$ cat config.mk
export PLATFORM = sky130hd
export DESIGN_NAME = sram_port_arbiter
export DESIGN_NICKNAME = d
export VERILOG_FILES = /design/src/rtl/sram_port_arbiter.sv
export SDC_FILE = /design/constraint.sdc
export NUM_CORES = 1
export LEC_CHECK = 0
export CORE_MARGIN = 1
export CORE_UTILIZATION = 36
export CTS_CLUSTER_SIZE = 24
export DETAILED_ROUTE_END_ITERATION = 10
export GPL_ROUTABILITY_DRIVEN = 0
export PLACE_DENSITY_LB_ADDON = 0.15
export SKIP_LAST_GASP = 1
export SYNTH_ARGS = -nofsm -noshare
export SYNTH_HDL_FRONTEND = slang
export SYNTH_SLANG_ARGS = --single-unit
$ cat constraint.sdc
create_clock -name clock -period 1.95 [get_ports clock]
set_input_delay 0.195 -clock clock [delete_from_list [all_inputs] [get_ports clock]]
set_output_delay 0.195 -clock clock [all_outputs]
set_load 0.01 [all_outputs]
$ cat src/rtl/sram_port_arbiter.sv
// sram_port_arbiter: round-robin share of a single-port SRAM between two
// requesters, with a drain-then-handover path to the BIST engine.
module sram_port_arbiter #(
  parameter int AW = 8,
  parameter int DW = 10
) (
  input  logic          clock,
  input  logic          n_reset,
  input  logic [1:0]    req,
  input  logic [1:0]    req_we,
  input  logic [2*AW-1:0] req_addr,
  input  logic [2*DW-1:0] req_wdata,
  output logic [1:0]    gnt,
  output logic [1:0]    rvalid,
  output logic [DW-1:0] rdata,
  input  logic          bist_req,
  output logic          bist_ack,
  input  logic          bist_csn,
  input  logic          bist_wen,
  input  logic [AW-1:0] bist_addr,
  input  logic [DW-1:0] bist_wdata,
  output logic          csn,
  output logic          wen,
  output logic [AW-1:0] wr_addr,
  output logic [DW-1:0] wr_data,
  input  logic [DW-1:0] rd_data
);

  typedef enum logic [1:0] {
    S_FUNC,
    S_DRAIN,
    S_BIST
  } state_t;

  state_t        r_state;
  logic          r_last;
  logic          r_csn;
  logic          r_wen;
  logic [AW-1:0] r_addr;
  logic [DW-1:0] r_wdata;
  logic          r_s1_rd;
  logic          r_s1_id;
  logic [1:0]    r_rvalid;

  logic [1:0]    w_gnt;
  logic          w_acc;
  logic          w_id;
  logic          w_we;
  logic [AW-1:0] w_addr;
  logic [DW-1:0] w_wdata;
  logic          w_bist;

  // r_last names the requester served most recently; the other wins a tie
  always_comb begin
    w_gnt = 2'b00;
    if (r_state == S_FUNC && !bist_req) begin
      unique case (1'b1)
        req[0] && (!req[1] || r_last): w_gnt = 2'b01;
        req[1] && (!req[0] || !r_last): w_gnt = 2'b10;
        default: w_gnt = 2'b00;
      endcase
    end
  end

  assign w_acc   = |(req & w_gnt);
  assign w_id    = w_gnt[1];
  assign w_we    = w_id ? req_we[1] : req_we[0];
  assign w_addr  = w_id ? req_addr[2*AW-1:AW] : req_addr[AW-1:0];
  assign w_wdata = w_id ? req_wdata[2*DW-1:DW] : req_wdata[DW-1:0];

  always_ff @(posedge clock or negedge n_reset) begin
    if (!n_reset) begin
      r_state  <= S_FUNC;
      r_last   <= 1'b1;
      r_csn    <= 1'b1;
      r_wen    <= 1'b1;
      r_addr   <= '0;
      r_wdata  <= '0;
      r_s1_rd  <= 1'b0;
      r_s1_id  <= 1'b0;
      r_rvalid <= 2'b00;
    end else begin
      r_csn   <= 1'b1;
      r_wen   <= 1'b1;
      r_s1_rd <= 1'b0;
      if (w_acc) begin
        r_csn   <= 1'b0;
        r_wen   <= ~w_we;
        r_addr  <= w_addr;
        r_wdata <= w_wdata;
        r_s1_rd <= ~w_we;
        r_s1_id <= w_id;
        r_last  <= w_id;
      end
      if (r_s1_rd)
        r_rvalid <= r_s1_id ? 2'b10 : 2'b01;
      else
        r_rvalid <= 2'b00;
      // stage 1 busy shows as a low r_csn; stage 2 as any rvalid
      unique case (r_state)
        S_FUNC: begin
          if (bist_req) r_state <= S_DRAIN;
        end
        S_DRAIN: begin
          if (!bist_req)
            r_state <= S_FUNC;
          else if (r_csn && r_rvalid == 2'b00)
            r_state <= S_BIST;
        end
        S_BIST: begin
          if (!bist_req) r_state <= S_FUNC;
        end
        default: r_state <= S_FUNC;
      endcase
    end
  end

  assign w_bist   = (r_state == S_BIST);
  assign bist_ack = w_bist;
  assign gnt      = w_gnt;
  assign rvalid   = r_rvalid;
  assign rdata    = (|r_rvalid) ? rd_data : '0;
  assign csn      = w_bist ? bist_csn : r_csn;
  assign wen      = w_bist ? bist_wen : r_wen;
  assign wr_addr  = w_bist ? bist_addr : r_addr;
  assign wr_data  = w_bist ? bist_wdata : r_wdata;

endmodule
run_1/wires.png
Scale bar: 20 µm.
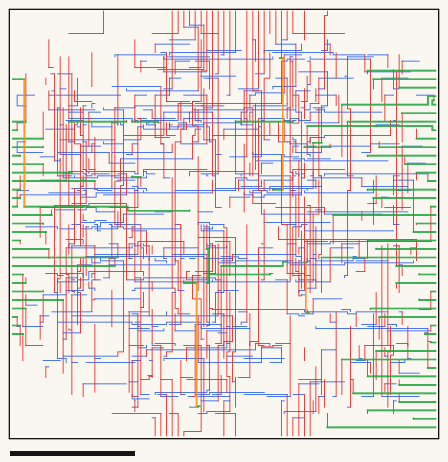
- blue: metal 1 (wire length 2030 µm)
- green: metal 3 (wire length 547 µm)
- orange: metal 4 (wire length 69.4 µm)
- red: metal 2 (wire length 2450 µm)

run_1/layer_met3.png
Scale bar: 20 µm.
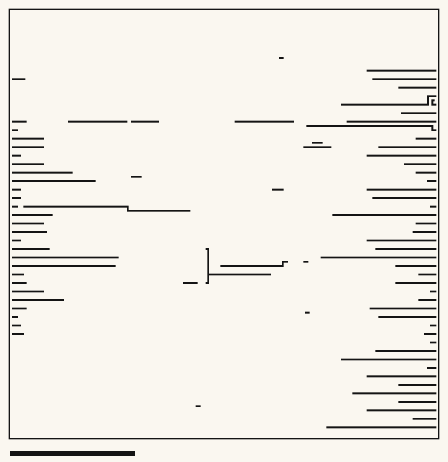
- wire length on this layer: 547 µm
- nets with wire on the layer: 80
- share of all routed wire: 11%
grt met3 use: 5.10%
via count: 1776
Routed WL: 5100 µm

==> CHANGELOG.md, run 1 <==
### Changed

* Flop area at 682 µm²
* CTS buffer count at 3
* Arr. time, crit path at 1.62 ns
* Clock Pin Slew Worst Setup and Hold Paths at 0.09 ns
* CTS tree: done
* Placed Area at 2760 µm²
* Post-layout period usage at 92.9%
* PortBufs at 107
* Cell Pwr Density at 884 nW/µm²
* R2r setup slk at 0.21 ns
* Final setup vio count at 0
* Die Wd at 68.5 µm
* Post-route ant nets at 0
* Syn Std Cell Area at 1590 µm²
* Floorplan core density at 38.7%
* Yosys Warn Count at 0
* Sequential area share after synthesis at 42.6%
* Sink Count at 27
* Distinct cell type count after synthesis at 31
* Final worst setup slack at 0.139 ns
* Clk_lat worst skew at 0.27 ns
* Top cells, area: dfrtp_1, mux2_2, a31oi_1, mux2_1, a21oi_1
* Vias in the first global route at 1637
* First DRT Iteration DRCs at 67
* Grt ovf at 0
* Reg-to-reg critical path endpoint: r_s1_rd$_DFF_PN0_
* Number of maximum-capacitance violations at 0
* Outcome: completed
* Average size of a mapped cell at 9.32 µm²
* DR pass1 iterations at 4
* Dpl ws at 0.0732 ns
* Fmax at 552 MHz
* Slew Viols, Final at 0
* Final Power at 2.50 mW
* Crit path DRT at 1.75 ns
* Worst-Margin Slew at 0.338 ns
* Hold_buf cts at 0
* Root buf cell: clkbuf_8
* Layout area overhead at 77.3%
* Post-DP HPWL at 3700 µm
* Share of cells above drive strength 1 at 14.5%
* Remaining DRCs at 0
* Comb area at 838 µm²
run_1/io_placement.png
Scale bar: 20 µm. Pins as bars across the die edge, other pins in grey.
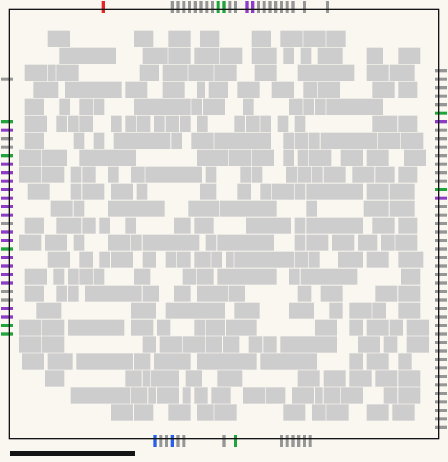
- green: bist_wdata (pins 10; direction input; edge 5 west, 2 north, 2 east, 1 south)
- blue: gnt (pins 2; direction output; edge south)
- purple: req_wdata (pins 20; direction input; edge 16 west, 2 east, 2 north)
- red: bist_ack (pins 1; direction output; edge north)
- all pins by edge: 43 east, 27 west, 24 north, 14 south

[run 1: sequential cells by signal (all words and copies together), names as in the netlist]
signal / cells
r_wdata: 10
r_addr: 8
r_state: 2
rvalid: 2
r_csn: 1
r_last: 1
r_s1_id: 1
r_s1_rd: 1
r_wen: 1
[run 1: layer usage]
layer / track usage, % / wire length (µm)
met1: 26.3 / 2030
met2: 37.0 / 2450
met3: 5.10 / 546
met4: 8.07 / 69
met5: 0 / 0
[run 1: power groups by stage]
stage	Combinational, mW	Sequential [mW]	Clock [mW]
2_1_floorplan	0.693	0.855	0
3_3_place_gp	1.36	0.909	0
3_5_place_dp	1.39	0.905	0
4_1_cts	1.29	0.896	0.324
5_1_grt	1.41	0.929	0.344
6_report	1.28	0.897	0.318
[run 1: cells by family (layout without fill, tap and decap cells)]
family,count (synthesis),in the layout,synth area share (%)
AND/OR/NAND/NOR,42,42,15.0
multiplexers,20,20,14.1
buffers and inverters,20,131,6.20
flip-flops,27,27,42.6
AND-OR/OR-AND,62,62,22.1
[run 1: synthesized netlist by cell type, drive strengths merged]
library cell / count
dfrtp: 24
mux2: 20
a21oi: 19
nand3: 19
o21ai: 19
a31oi: 18
buf: 12
nor2b: 11
clkbuf: 4
inv: 4
dfstp: 3
a21boi: 2
a21o: 2
and2: 2
nand2b: 2
nor2: 2
nor3: 2
a21bo: 1
a311oi: 1
and3: 1
nand4b: 1
or2: 1
or3: 1
[run 1: worst max-delay path, delay by kind of cell (launching register included)]
kind          cells  cell delay, ns
buf+inv           2            0.44
flops             1            0.44
mux               1            0.31
simple gates      1            0.16
[run 1: how the worst max path moves through the flow]
stage / end / slack (ns) / cells after the start
global route: r_s1_rd$_DFF_PN0_ / 0.06 / 7
detailed placement: wr_data[1] / 0.07 / 4
global placement: gnt[1] / 0.1 / 4
finish: csn / 0.14 / 4
CTS: gnt[0] / -0.02 / 5
floorplan: r_addr[0]$_DFFE_PN0P_ / 0.59 / 5
[run 1: cells in the final DEF (no fill, tap or decap), drive strengths merged, types with 2 or more instances in the layout]
cell type | netlist | routed
a21boi | 2 | 2
clkdlybuf4s50 | 0 | 85
nor2 | 2 | 2
dfstp | 3 | 3
nand2b | 2 | 2
inv | 4 | 4
dfrtp | 24 | 24
nand3 | 19 | 19
and2 | 2 | 2
a31oi | 18 | 18
buf | 12 | 16
nor2b | 11 | 11
mux2 | 20 | 20
a21o | 2 | 2
clkbuf | 4 | 4
dlygate4sd2 | 0 | 21
nor3 | 2 | 2
o21ai | 19 | 19
a21oi | 19 | 19
[run 1: area by class of cell]
class                           instances  area share, %
Sequential cell                        27           24.1
Clock buffer                            4           1.59
Inverter                                4          0.531
Multi-Input combinational cell        124           29.7
Tap cell                               50           2.21
Timing Repair Buffer                  123           41.9
[run 1: metrics by stage]
stage	std cells	util, %	hold slack, ns
floorplan	171	-	-0.101
global placement	325	67.2	0.453
detailed placement	325	67.2	0.460
CTS	332	68.5	0.308
global route	332	68.7	0.320
finish	332	68.7	0.288
[run 1: what timing repair did]
item	CTS	global route
resized	25	2
buffers inserted	3	0
setup endpoints to repair	22	1
pin swaps	0	0
run_1/placement.png
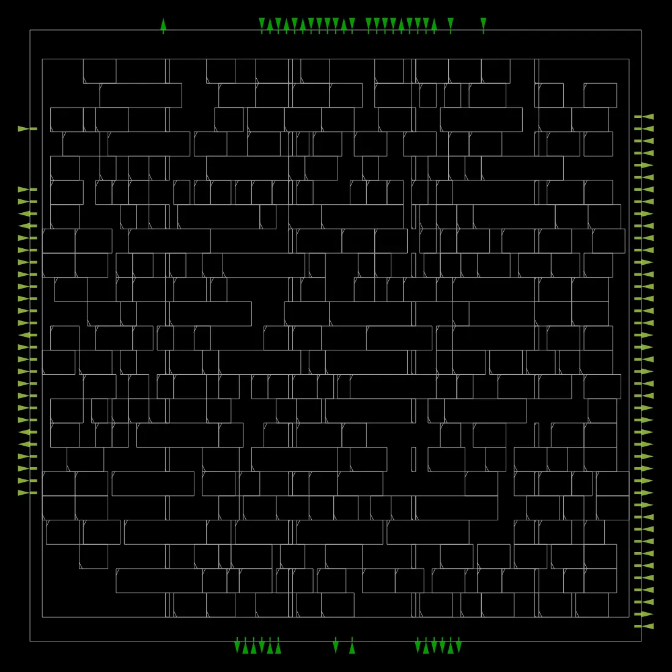

==> run 2: changes to the inputs <==
Settings changed: CORE_UTILIZATION 36 to 37, CTS_BUF_LIST set to sky130_fd_sc_hd__clkbuf_4.
run_2/placement.png
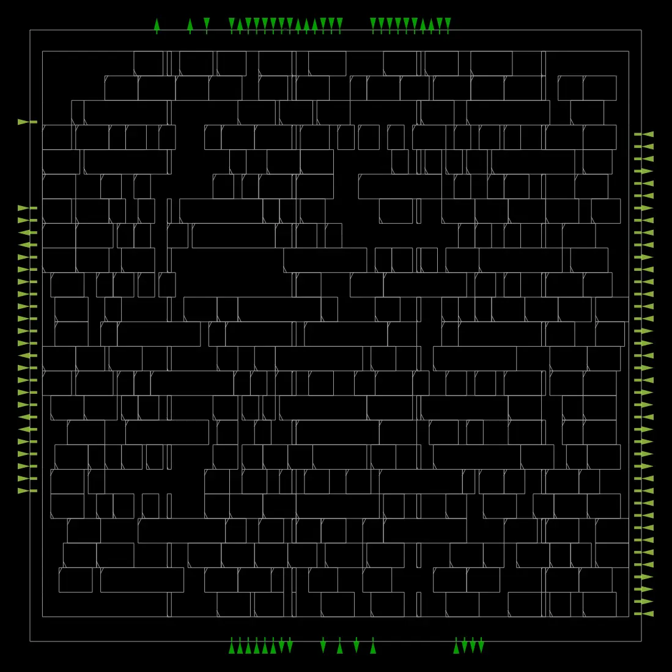
Finished Layout Cells: 332
Flop Count: 27
core area: 4060 µm²

==> run 2 against run 1 <==
The run now ends with setup timing left. Core utilization rose by 0.76 points. Combinational power barely moved. Sequential cell count did not move. Sequential power fell by 0.8%. Critical path type unchanged. Highest routed layer unchanged. Global-route usage rose by 0.62 points. Via count fell by 1.4%. Sequential share of layout area rose by 0.075 points. Largest cell class unchanged. Non-clock buffer count did not move.
==> CHANGELOG.md, run 2 <==
### Changed

* Post-DP HPWL at 3510 µm (was 3700 µm)
* Layout area overhead at 76.8% (was 77.3%)
* Sink Count at 27 (unchanged)
* Failing checks: setup timing
* Final setup vio count at 1 (was 0)
* Number of enable flip-flop cells at 0 (unchanged)
* Most frequent logic cells in the routed design: clkdlybuf4s50_1, dfrtp_1, a21oi_1 (was clkdlybuf4s50_1, dfrtp_1, dlygate4sd2_1, a21oi_1)
* Clock Pin Slew Worst Setup and Hold Paths at 0.15 ns (was 0.09 ns)
* Average size of a mapped cell at 9.32 µm² (unchanged)
* Post-route ant nets at 0 (unchanged)
* Post-Route Utilization at 69.4% (was 68.7%)
* PortBufs at 107 (unchanged)
* Synth Flop Type: dfrtp_1 (unchanged)
* Number of maximum-capacitance violations at 0 (unchanged)
* Hold_buf cts at 0 (unchanged)
* Slew Viols, Final at 0 (unchanged)
* Routed WL at 4960 µm (was 5100 µm)
* Remaining DRCs at 0 (unchanged)
* Outcome: finished with violations (was completed)
* Final worst setup slack at -0.00583 ns (was 0.139 ns)
* Via count at 1751 (was 1776)
* Vias in the first global route at 1658 (was 1637)
* Share of cells above drive strength 1 at 14.9% (was 14.5%)
* Syn Std Cell Area at 1590 µm² (unchanged)
* Root buf cell: clkbuf_4 (was clkbuf_8)
* Post-layout period usage at 100% (was 92.9%)
* Worst-Margin Slew at 0.355 ns (was 0.338 ns)
* Max FFs per register at 10 (unchanged)
run_2/sizes.png
Scale bar: 20 µm.
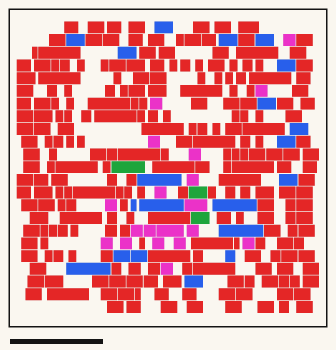
- red: _0 and _1 cells (cells 240)
- magenta: _3 and _4 cells (cells 19)
- blue: _2 cells (cells 20)
- green: _6 and larger (cells 3)

-- run 2: netlist changes by cell type in the layout (fill, tap and decap cells not counted) --
cell,before,now
a21boi_2,1,0
clkbuf_1,1,0
buf_4,14,13
nor2_1,2,1
clkbuf_8,3,0
clkbuf_4,0,4
a21boi_1,0,1
nor2_2,0,1
buf_6,1,2
clkdlybuf4s15_1,0,3
dlygate4sd2_1,21,18
-- run 2: layout make-up --
type / instances / area, µm²
clock buffers: 4 / 30.0
well taps: 50 / 62.6
flip-flops and latches: 27 / 682
fillers: 359 / 1240
inverters: 4 / 15.0
repair buffers: 123 / 1190
multi-input cells: 124 / 837
-- run 2: per-layer routing --
| layer | GRT usage [%] | share of wire (%) |
|---|---|---|
| met5 | 0 | 0 |
| met1 | 25.4 | 40 |
| met4 | 6.38 | 0.89 |
| met3 | 3.89 | 9.0 |
| met2 | 41.6 | 50 |
-- run 2: worst reg2reg max path, cell delays in order, from the launching register on --
cell and delay, ns:
dfrtp_2 0.46, buf_4 0.14, or3_1 0.39, buf_4 0.22, o21ai_0 0.23, a31oi_1 0.11
-- run 2: final timing paths --
check,depth (start not counted),from,endpoint,slack [ns]
min in group clock,3,req_wdata[19],r_wdata[9]$_DFFE_PN0P_,0.42
max in group asynchronous,2,n_reset,r_last$_DFFE_PN1P_,1.41
worst max register to register,5,r_state[0]$_DFFE_PN0P_,r_wdata[3]$_DFFE_PN0P_,0.29
worst max-delay path,4,r_state[0]$_DFFE_PN0P_,gnt[1],-0.006
worst min-delay path,2,n_reset,r_addr[2]$_DFFE_PN0P_,0.22
worst min register to register,1,r_s1_id$_DFFE_PN0P_,rvalid[0]$_DFF_PN0_,0.46
-- run 2: logic make-up (layout without fill, tap and decap cells) --
family,Yosys count,after routing,synth area share [%]
AND-OR/OR-AND,62,62,22.1
buffers and inverters,20,131,6.20
AND/OR/NAND/NOR,42,42,15.0
flip-flops,27,27,42.6
multiplexers,20,20,14.1
-- run 2: power breakdown --
group	total (mW)	internal [mW]	leakage [nW]	switching [mW]
registers	0.890	0.765	0.305	0.125
logic	1.29	0.725	0.784	0.569
clock network	0.262	0.0942	0.0184	0.168
-- run 2: stage by stage --
step / hold slack [ns] / cells
2_1_floorplan: -0.101 / 171
3_3_place_gp: 0.432 / 324
3_5_place_dp: 0.440 / 324
4_1_cts: 0.218 / 331
5_1_grt: 0.230 / 332
6_report: 0.225 / 332
-- run 2: what timing repair did --
action,in CTS,in global routing
setup endpoints to repair,23,21
resized,29,5
endpoints found under the hold margin,0,0
cloned,1,0
setup buffers,2,1
run_2/io_placement.png
Scale bar: 20 µm. Pins as bars across the die edge, other pins in grey.
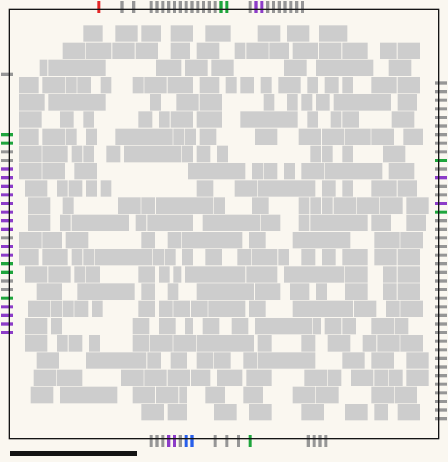

==> run 3: changes to the inputs <==
Settings changed: CTS_CLUSTER_DIAMETER set to 50, PLACE_DENSITY set to 0.83, PLACE_DENSITY_LB_ADDON 0.15 to not set.
run_3/io_placement.png
Scale bar: 20 µm. Pins as bars across the die edge, other pins in grey.
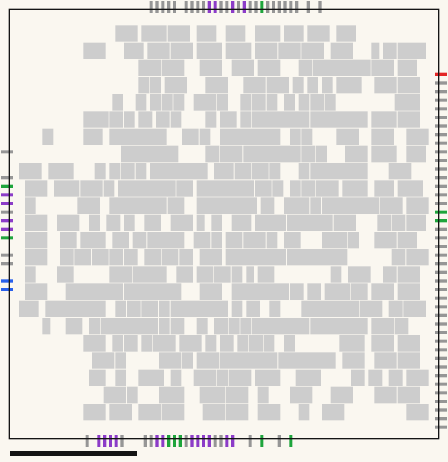
- purple: req_wdata (pins 20; direction input; edge 12 south, 4 west, 4 north)
- green: bist_wdata (pins 10; direction input; edge 5 south, 2 east, 2 west, 1 north)
- red: bist_ack (pins 1; direction output; edge east)
- blue: gnt (pins 2; direction output; edge west)

run_3/placement.png
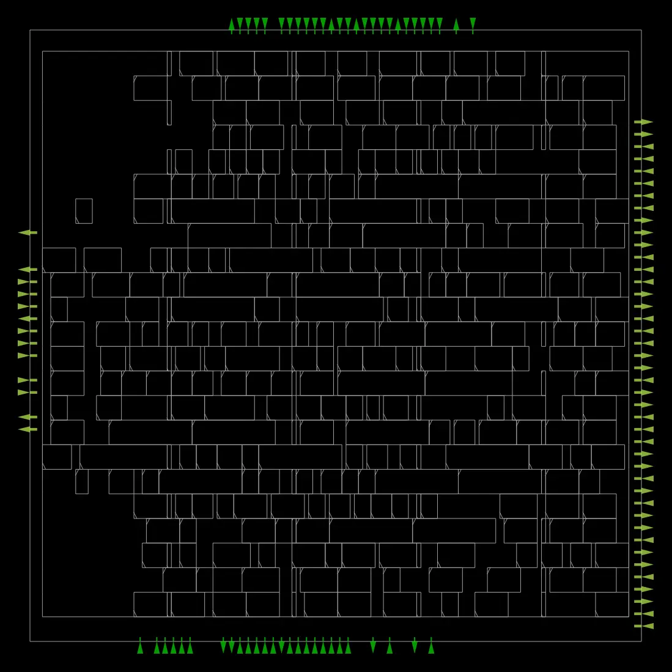
Finished Layout Cells: 338
fill count: 335

==> run 3 against run 2 <==
The run now ends clean. Design area increased by 0.62%. Via count rose by 4.9%. Synthesized cell count is the same. Combinational power about the same. Die size is the same.
==> CHANGELOG.md, run 3 <==
### Changed

* Reg-to-reg critical path endpoint: r_s1_rd$_DFF_PN0_ (was r_wdata[3]$_DFFE_PN0P_)
* Vias in the first global route at 1733 (was 1658)
* Average size of a mapped cell at 9.32 µm² (unchanged)
* Worst-case reg-to-reg path depth at 8 (was 5)
* Die Wd at 67.6 µm (unchanged)
* PortBufs at 107 (unchanged)
* Reg-to-reg critical path startpoint: r_state[0]$_DFFE_PN0P_ (unchanged)
* Post-layout period usage at 99.3% (was 100%)
* Yosys simple share at 15.0% (unchanged)
* Arr. time, crit path at 1.74 ns (was 1.76 ns)
* Bufs and invs on worst path at 3 (was 2)
* Most frequent logic cells in the routed design: clkdlybuf4s50_1, dfrtp_1, a21oi_1, buf_4 (was clkdlybuf4s50_1, dfrtp_1, a21oi_1)
* Hold_buf cts at 0 (unchanged)
* Crit-path leading delay family: buffers and inverters (was simple AND/OR/NAND/NOR gates)
* Number of maximum-capacitance violations at 0 (unchanged)
* Core area at 4060 µm² (unchanged)
* Leading post-synthesis cells by instance count: dfrtp_1, a21oi_1, nand3_1 (unchanged)
* Synth top cell by count: dfrtp_1 (unchanged)
* Async set or reset register ratio after synthesis at 100% (unchanged)
* Final Power at 2.46 mW (was 2.45 mW)
* Top cells, area: dfrtp_1, mux2_2, a31oi_1, mux2_1, a21oi_1 (unchanged)
* Yosys Warn Count at 0 (unchanged)
* R2r setup slk at 0.13 ns (was 0.29 ns)
* Top flop regs: r_wdata x10, r_addr x8 (unchanged)
* Crit path DRT at 1.75 ns (about the same)
* Remaining DRCs at 0 (unchanged)
* Total stage count of the critical path at 5 (was 4)
* Clk_lat worst skew at 0.31 ns (was 0.33 ns)
* Routed WL at 5140 µm (was 4960 µm)
* Final setup vio count at 0 (was 1)
* Multiplexer share at 14.1% (unchanged)
* Grt ovf at 0 (unchanged)
* Post-route ant nets at 0 (unchanged)
* Worst-Margin Slew at 0.336 ns (was 0.355 ns)
* Syn Std Cell Area at 1590 µm² (unchanged)
* Max FFs per register at 10 (unchanged)
* Reg with most FFs: r_wdata (unchanged)
* Outcome: completed (was finished with violations)
* Synth Flop Type: dfrtp_1 (unchanged)
* Post-DP HPWL at 3820 µm (was 3510 µm)
* Placed Area at 2770 µm² (was 2750 µm²)
* Post-synthesis compound-gate area fraction at 22.1% (unchanged)
* Share of cells above drive strength 1 at 20.8% (was 14.9%)
* XORs/XNORs by Area at 0% (unchanged)
run 3: netlist changes by cell type in the layout (fill, tap and decap cells not counted), sizes merged:
cell	before	now
clkbuf	4	14
clkdlybuf4s50	85	84
dlygate4sd2	18	12
buf	16	22
clkdlybuf4s15	3	0
run 3: cells by family after synthesis:
logic type,count (synthesis)
flip-flops,27
AND-OR/OR-AND,62
multiplexers,20
buffers and inverters,20
AND/OR/NAND/NOR,42
run 3: layer usage:
metal	GRT usage [%]	wire length (µm)	vias up
met4	11.7	99	0
met5	0	0	-
met1	26.2	2020	871
met3	5.41	442	8
met2	39.5	2570	100
li1	-	-	857
run 3: worst max path at each step:
| stage | to |
|---|---|
| 2_1_floorplan | r_addr[0]$_DFFE_PN0P_ |
| 3_3_place_gp | gnt[1] |
| 3_5_place_dp | r_s1_rd$_DFF_PN0_ |
| 4_1_cts | wr_data[7] |
| 5_1_grt | wr_addr[6] |
| 6_report | wr_addr[6] |
run 3: final cells by class:
cell class                      count  area, µm²
Timing Repair Buffer              129       1200
Multi-Input combinational cell    124        848
Tap cell                           50       62.6
Inverter                            4       15.0
Sequential cell                    27        682
Fill cell                         335       1220
Clock buffer                        4       30.0
run 3: through the flow:
step	hold WS (ns)	worst slack (ns)	std cells	util, %
2_1_floorplan	-0.101	0.586	171	-
3_3_place_gp	0.454	0.0806	326	68.3
3_5_place_dp	0.457	0.0378	326	68.3
4_1_cts	0.242	-0.0121	337	70.1
5_1_grt	0.252	-0.0693	338	69.9
6_report	0.239	0.0143	338	69.9
run 3: power breakdown:
group | switching (mW) | total (mW) | internal (mW)
clock network | 0.153 | 0.247 | 0.0938
logic | 0.588 | 1.31 | 0.723
registers | 0.136 | 0.902 | 0.766
total | 0.878 | 2.46 | 1.58
run 3: timing repair:
item                                    4_1_cts  5_1_grt
buffers inserted                              7        1
endpoints found under the hold margin         0        0
endpoints found under the setup margin       23       45
gates resized                                27       26
No activity file was given, so power comes from the tool's default toggle rates.
